==> src/rtl/ce_sched_pkg.sv <==
// Shared types and defaults for the clock-enable scheduler.
// Holds the FSM state encoding and counter width helper.
package ce_sched_pkg;

  localparam int DEF_PPU_DIV   = 4;
  localparam int DEF_CPU_RATIO = 3;

  typedef enum logic [1:0] {
    IDLE   = 2'd0,
    RUN    = 2'd1,
    PAUSED = 2'd2,
    STEP   = 2'd3
  } state_t;

  // Counter width for a modulus n, never narrower than one bit.
  function automatic int cw(input int n);
    return (n > 2) ? $clog2(n) : 1;
  endfunction

endpackage

==> src/rtl/ce_divider.sv <==
// Reloadable down-counter with advance input and zero flag.
// load has priority and forces an arbitrary start value.
module ce_divider #(
  parameter int W = 2
) (
  input  logic         clk,
  input  logic         load,
  input  logic [W-1:0] load_val,
  input  logic         advance,
  input  logic [W-1:0] reload_val,
  output logic [W-1:0] count,
  output logic         zero
);

  assign zero = (count == '0);

  // Count down on advance, wrapping to reload_val after zero.
  always_ff @(posedge clk) begin
    if (load) begin
      count <= load_val;
    end else if (advance) begin
      count <= zero ? reload_val : count - 1'b1;
    end
  end

endmodule

==> src/rtl/ce_scheduler.sv <==
// Generates PPU/CPU/APU clock enables from ref_clk with
// pause and single-step control at CPU-cycle boundaries.
module ce_scheduler
  import ce_sched_pkg::*;
#(
  parameter int PPU_DIV   = DEF_PPU_DIV,
  parameter int CPU_RATIO = DEF_CPU_RATIO
) (
  input  logic ref_clk,
  input  logic reset,
  input  logic enable,
  input  logic pause_req,
  input  logic step_req,
  output logic ppu_ce,
  output logic cpu_ce,
  output logic apu_ce,
  output logic step_ack,
  output logic paused
);

  localparam int DW = cw(PPU_DIV);
  localparam int SW = cw(CPU_RATIO);
  localparam logic [DW-1:0] DIV_MAX = DW'(PPU_DIV - 1);
  localparam logic [SW-1:0] SUB_MAX = SW'(CPU_RATIO - 1);

  state_t        state;
  logic          toggle;
  logic [DW-1:0] div_cnt;
  logic          div_zero;
  logic [SW-1:0] sub_cnt;
  logic          sub_zero;
  logic          active;
  logic          div_tick;
  logic          cpu_tick;
  logic          clr;

  assign active   = (state == RUN) || (state == STEP);
  assign div_tick = active && div_zero;
  assign cpu_tick = div_tick && sub_zero;
  assign clr      = reset || !enable;

  ce_divider #(.W(DW)) u_div (
    .clk        (ref_clk),
    .load       (clr),
    .load_val   (DIV_MAX),
    .advance    (active),
    .reload_val (DIV_MAX),
    .count      (div_cnt),
    .zero       (div_zero)
  );

  ce_divider #(.W(SW)) u_sub (
    .clk        (ref_clk),
    .load       (clr),
    .load_val   ('0),
    .advance    (div_tick),
    .reload_val (SUB_MAX),
    .count      (sub_cnt),
    .zero       (sub_zero)
  );

  // State machine with registered enables and status.
  always_ff @(posedge ref_clk) begin
    if (clr) begin
      state    <= IDLE;
      toggle   <= 1'b0;
      ppu_ce   <= 1'b0;
      cpu_ce   <= 1'b0;
      apu_ce   <= 1'b0;
      step_ack <= 1'b0;
      paused   <= 1'b0;
    end else begin
      ppu_ce   <= div_tick;
      cpu_ce   <= cpu_tick;
      apu_ce   <= cpu_tick && !toggle;
      step_ack <= 1'b0;
      paused   <= 1'b0;
      if (cpu_tick) toggle <= ~toggle;
      unique case (state)
        IDLE: state <= RUN;
        RUN: begin
          if (pause_req && cpu_tick) state <= PAUSED;
        end
        PAUSED: begin
          if (!pause_req) begin
            state <= RUN;
          end else if (step_req) begin
            state <= STEP;
          end else begin
            paused <= 1'b1;
          end
        end
        STEP: begin
          if (cpu_tick) begin
            state    <= PAUSED;
            step_ack <= 1'b1;
          end
        end
        default: state <= IDLE;
      endcase
    end
  end

endmodule

==> config.mk <==
export PLATFORM = sky130hd
export DESIGN_NAME = ce_scheduler
export DESIGN_NICKNAME = d
export VERILOG_FILES = /design/src/rtl/ce_sched_pkg.sv /design/src/rtl/ce_divider.sv /design/src/rtl/ce_scheduler.sv
export SDC_FILE = /design/constraint.sdc
export NUM_CORES = 1
export LEC_CHECK = 0
export ABC_AREA = 1
export CAP_MARGIN = 20
export CORE_AREA = 3 3 40 42
export CTS_CLUSTER_DIAMETER = 80
export DETAILED_ROUTE_END_ITERATION = 7
export DIE_AREA = 0 0 43 45
export SKIP_CTS_REPAIR_TIMING = 1
export SYNTH_ARGS = -nofsm -noshare
export SYNTH_HDL_FRONTEND = slang
export SYNTH_HIERARCHICAL = 1
export SYNTH_SLANG_ARGS = --single-unit
==> constraint.sdc <==
create_clock -name ref_clk -period 2.3 [get_ports ref_clk]
set_input_delay 0.69 -clock ref_clk [delete_from_list [all_inputs] [get_ports ref_clk]]
set_output_delay 0.69 -clock ref_clk [all_outputs]
set_load 0.01 [all_outputs]
Figure 1. Clock routing (run 1).
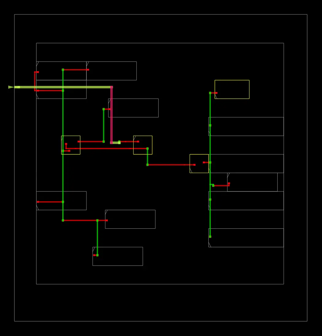
Clk. pwr: 0.160 mW
Flop Count: 12
CLK BUF: 4

Figure 2. Signal wires on met1 (run 1).
Supply wires on this layer in grey.
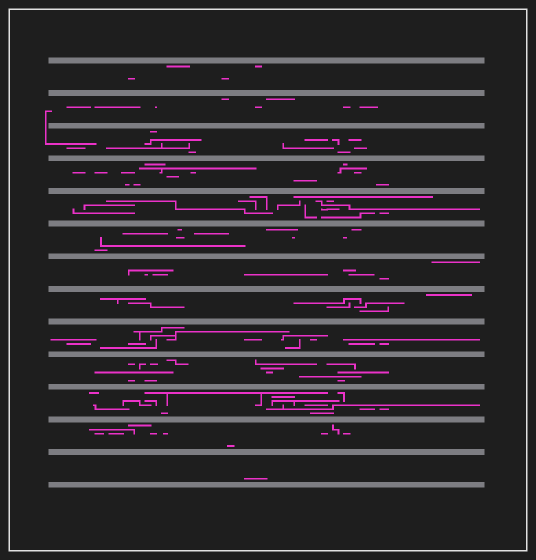
nets with wire on the layer	78
main direction	horizontal
share of all routed wire	47%
wire length on this layer	363 µm
met1 Use GR: 10.59%
DR vias: 412
final WL: 769 µm

Figure 3. Signal wires on met3 (run 1).
Bar = 10 µm.
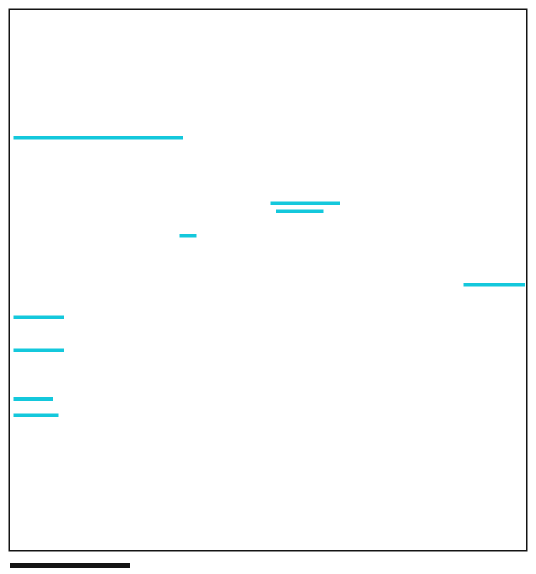
nets with wire on the layer	8
longest straight run	13.8 µm
M3 GR Usage: 4.781%

Figure 4. Gate families picked out (run 1).
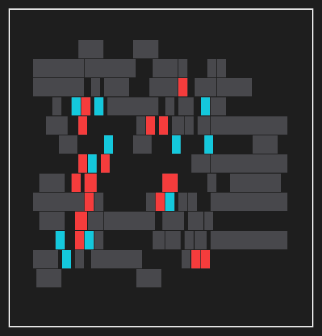
colour	family	cells
red	nand cells	16
cyan	inv cells	11
Comb/total area: 33.15%
non-filler cells, final: 99
most frequent logic cell in the layout: nand2_1

==> flow_summary_export.csv, run 1 <==
group,metric,value,unit
pwr,power_leader,"registers",
finish,sh_seq_area,40.14,%
yosys,synth-simple-area-share,29.04,%
global_routing,met2_usage,13.47,%
setup_path,cp-endpoint,"step_ack",
setup_path,path_cells,"clkdlybuf4s50_1",
timing,finalCritPeriodShare,77.85,%
placement,place_worst_setup_slack,0.2506,ns
drt,drc_errors,0,
setup_path,crit_start,"step_ack",
pwr,p_switching,0.09421,mW
drt,wl_met3,43,µm
yosys,synth_warnings,6,
pwr,pwr-share-clk,36.4,%
finish,nets,90,
finish,buffer_area_share,12.90,%
run_status,status,"finished clean",
finish,regArea,280.3,µm²
yosys,ys_sh_mux,0,%
global_routing,grt_pass1_vias,322,
yosys,yosys_area,534.3,µm²
global_routing,track_usage,8.641,%
finish,multiInputCombCellCount,48,
yosys,synth.most_common_cell,"nand2_1",
==> run 1 -> run 2 <==
--- a/config.mk
+++ b/config.mk
@@ -11,6 +11,7 @@
 export CTS_CLUSTER_DIAMETER = 80
 export DETAILED_ROUTE_END_ITERATION = 7
 export DIE_AREA = 0 0 43 45
+export PLACE_DENSITY = 0.67
 export SKIP_CTS_REPAIR_TIMING = 1
 export SYNTH_ARGS = -nofsm -noshare
 export SYNTH_HDL_FRONTEND = slang
==> constraint.sdc (replaced) <==
create_clock -name ref_clk -period 1.5 [get_ports ref_clk]
set_input_delay 0.45 -clock ref_clk [delete_from_list [all_inputs] [get_ports ref_clk]]
set_output_delay 0.45 -clock ref_clk [all_outputs]
set_load 0.01 [all_outputs]
Figure 5. Signal wires on met1 (run 2).
Supply wires on this layer in grey.
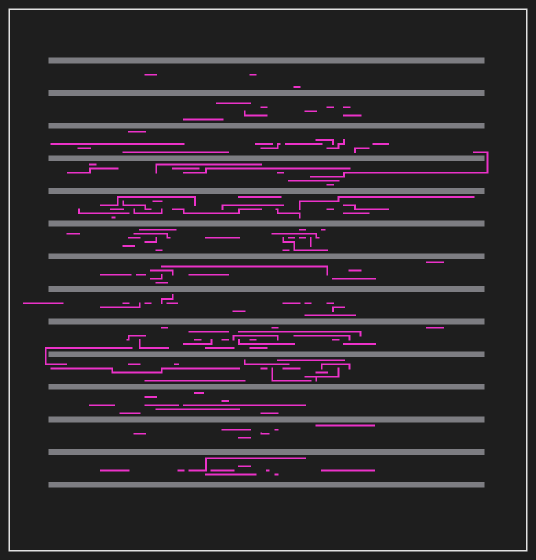
share of all routed wire	43%
main direction	horizontal
nets with wire on the layer	86
met1 Use GR: 12.44%
final WL: 945 µm
DR vias: 441

Figure 6. Gate families picked out (run 2).
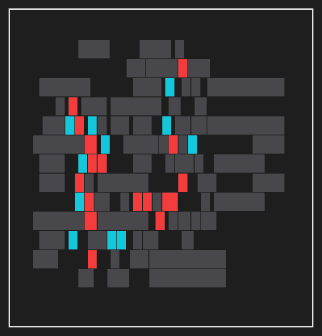
colour	family	cells
red	nand cells	16
cyan	inv cells	11
non-filler cells, final: 104
Comb/total area: 31.17%

==> run 2 against run 1 <==
Effect of this change: via count up 7.0%; clock power grew 61%; critical endpoint is now u_sub/count[1]; register-to-register slack lost 0.80 ns; highest routed layer unchanged; die area unchanged.
==> flow_summary_export.csv, run 2 <==
group,metric,value,unit
yosys,synth.most_common_cell,"nand2_1",
yosys,synth-simple-area-share,29.04,%
timing,finalCritPeriodShare,93.97,%
finish,nets,95,
pwr,p_switching,0.1616,mW
finish,multiInputCombCellCount,48,
finish,sh_seq_area,37.33,%
yosys,yosys_area,534.3,µm²
pwr,p_clk,0.258,mW
yosys,ys_sh_mux,0,%
run_status,status,"finished clean",
finish,regArea,280.3,µm²
placement,place_worst_setup_slack,-0.2019,ns
drt,drc_errors,0,
drt,wl_met3,40,µm
global_routing,use_met3,2.390,%
setup_path,cp-endpoint,"u_sub/count[1]",
pwr,power_leader,"registers",
global_routing,met2_usage,18.56,%
setup_path,path_cells,"clkdlybuf4s50_1 -> nor2_2 -> inv_2 -> buf_4 -> inv_1 -> nor2_1 -> a21oi_2",
finish,clock_buffers,4,
finish,layout_top_cell,"nand2_1",
finish,buffer_area_share,18.67,%
setup_path,crit_start,"reset",
global_routing,grt_pass1_vias,403,
yosys,synth_warnings,6,
global_routing,track_usage,11.20,%
==> run 2 -> run 3 <==
--- a/config.mk
+++ b/config.mk
@@ -13,6 +13,7 @@
 export DIE_AREA = 0 0 43 45
 export PLACE_DENSITY = 0.67
 export SKIP_CTS_REPAIR_TIMING = 1
+export SLEW_MARGIN = 20
 export SYNTH_ARGS = -nofsm -noshare
 export SYNTH_HDL_FRONTEND = slang
 export SYNTH_HIERARCHICAL = 1
Figure 7. Cells coloured by instance (run 3).
Bar = 10 µm. Other cells in grey.
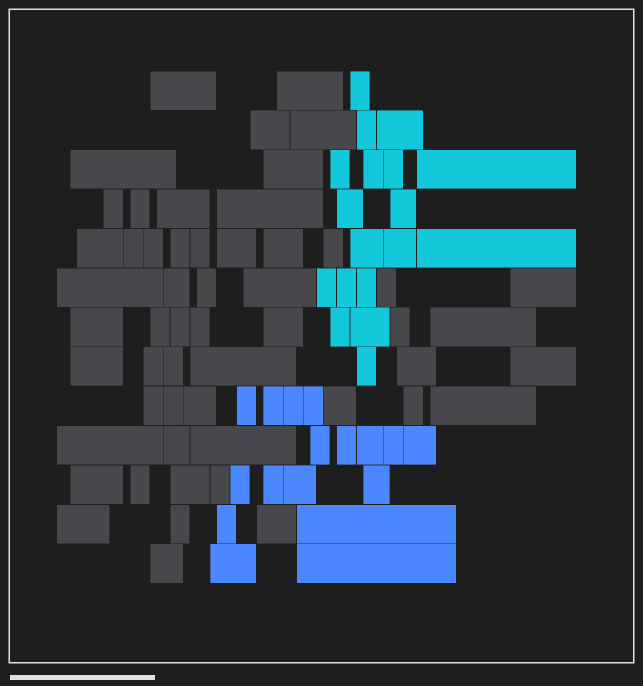
colour	instance	cells
cyan	`u_sub`	18
blue	`u_div`	17
not coloured	54
final core occ: 58.42%
die footprint: 1935 µm²

Figure 8. Signal wires on met1 (run 3).
Supply wires on this layer in grey.
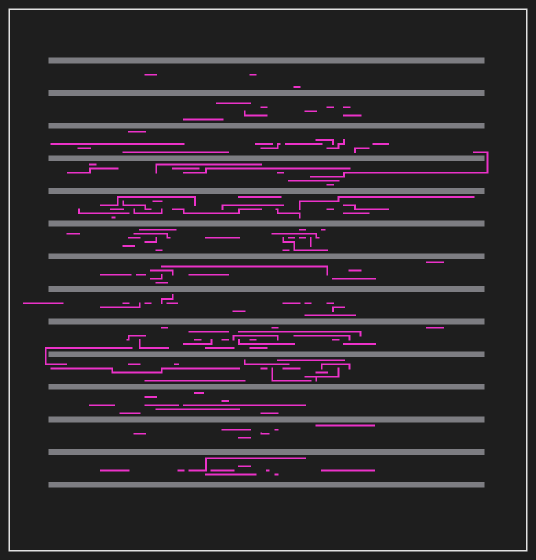
main direction	horizontal
share of all routed wire	43%
wire length on this layer	407 µm
nets with wire on the layer	86

==> run 3 against run 2 <==
Effect of this change: synthesized cell count stayed put; maximum frequency stayed put; area after synthesis stayed put; clock power hardly changed; die area stayed put; hold slack stayed put; global-route usage stayed put; utilization stayed put; register-to-register slack hardly changed; count of clock-buffer cells in the layout stayed put; largest power group unchanged.
==> flow_summary_export.csv, run 3 <==
group,metric,value,unit
yosys,yosys_area,534.3,µm²
yosys,synth_warnings,6,
yosys,synth.most_common_cell,"nand2_1",
drt,drc_errors,0,
placement,finalWeightedCongestion,0.6440,
floorplan,initCoreUtil,41.58,%
finish,sh_comb_area,31.17,%
pwr,p_switching,0.1616,mW
yosys,ys_types,18,
run_status,status,"finished clean",
yosys,ys_sh_xor,0,%
finish,regArea,280.3,µm²
yosys,ys_sh_mux,0,%
pwr,p_clk,0.258,mW
finish,sh_seq_area,37.33,%
drt,dr_total_vias,441,
finish,multiInputCombCellCount,48,
global_routing,use_met3,2.390,%
global_routing,met2_usage,18.56,%
yosys,ys_ff,12,
drt,drt_iter0_markers,1,
global_routing,grt_pass1_vias,403,
floorplan,io_pins,10,
finish,ff_count,12,
setup_path,path_cells,"clkdlybuf4s50_1 -> nor2_2 -> inv_2 -> buf_4 -> inv_1 -> nor2_1 -> a21oi_2",
finish,nets,95,
pwr,pwr-share-clk,37.1,%
global_routing,met1_usage,12.44,%
drt,drt_wl_total,945,µm
pwr,power_leader,"registers",
pwr,ir_worst_vdd,0.5018,mV
drt,wl_met3,40,µm
global_routing,track_usage,11.20,%
yosys,synth-simple-area-share,29.04,%
finish,clock_buffers,4,
timing,finalCritPeriodShare,93.97,%
min_path,holdPathEnd,"toggle",
finish,layout_top_cell,"nand2_1",
yosys,ff_type,"dfxtp_1",
finish,buffer_area_share,18.67,%
setup_path,cp-endpoint,"u_sub/count[1]",
placement,place_worst_setup_slack,-0.2019,ns
setup_path,crit_start,"reset",
setup_path,crit_arrival,1.44,ns
No activity file was given, so power comes from the tool's default toggle rates.
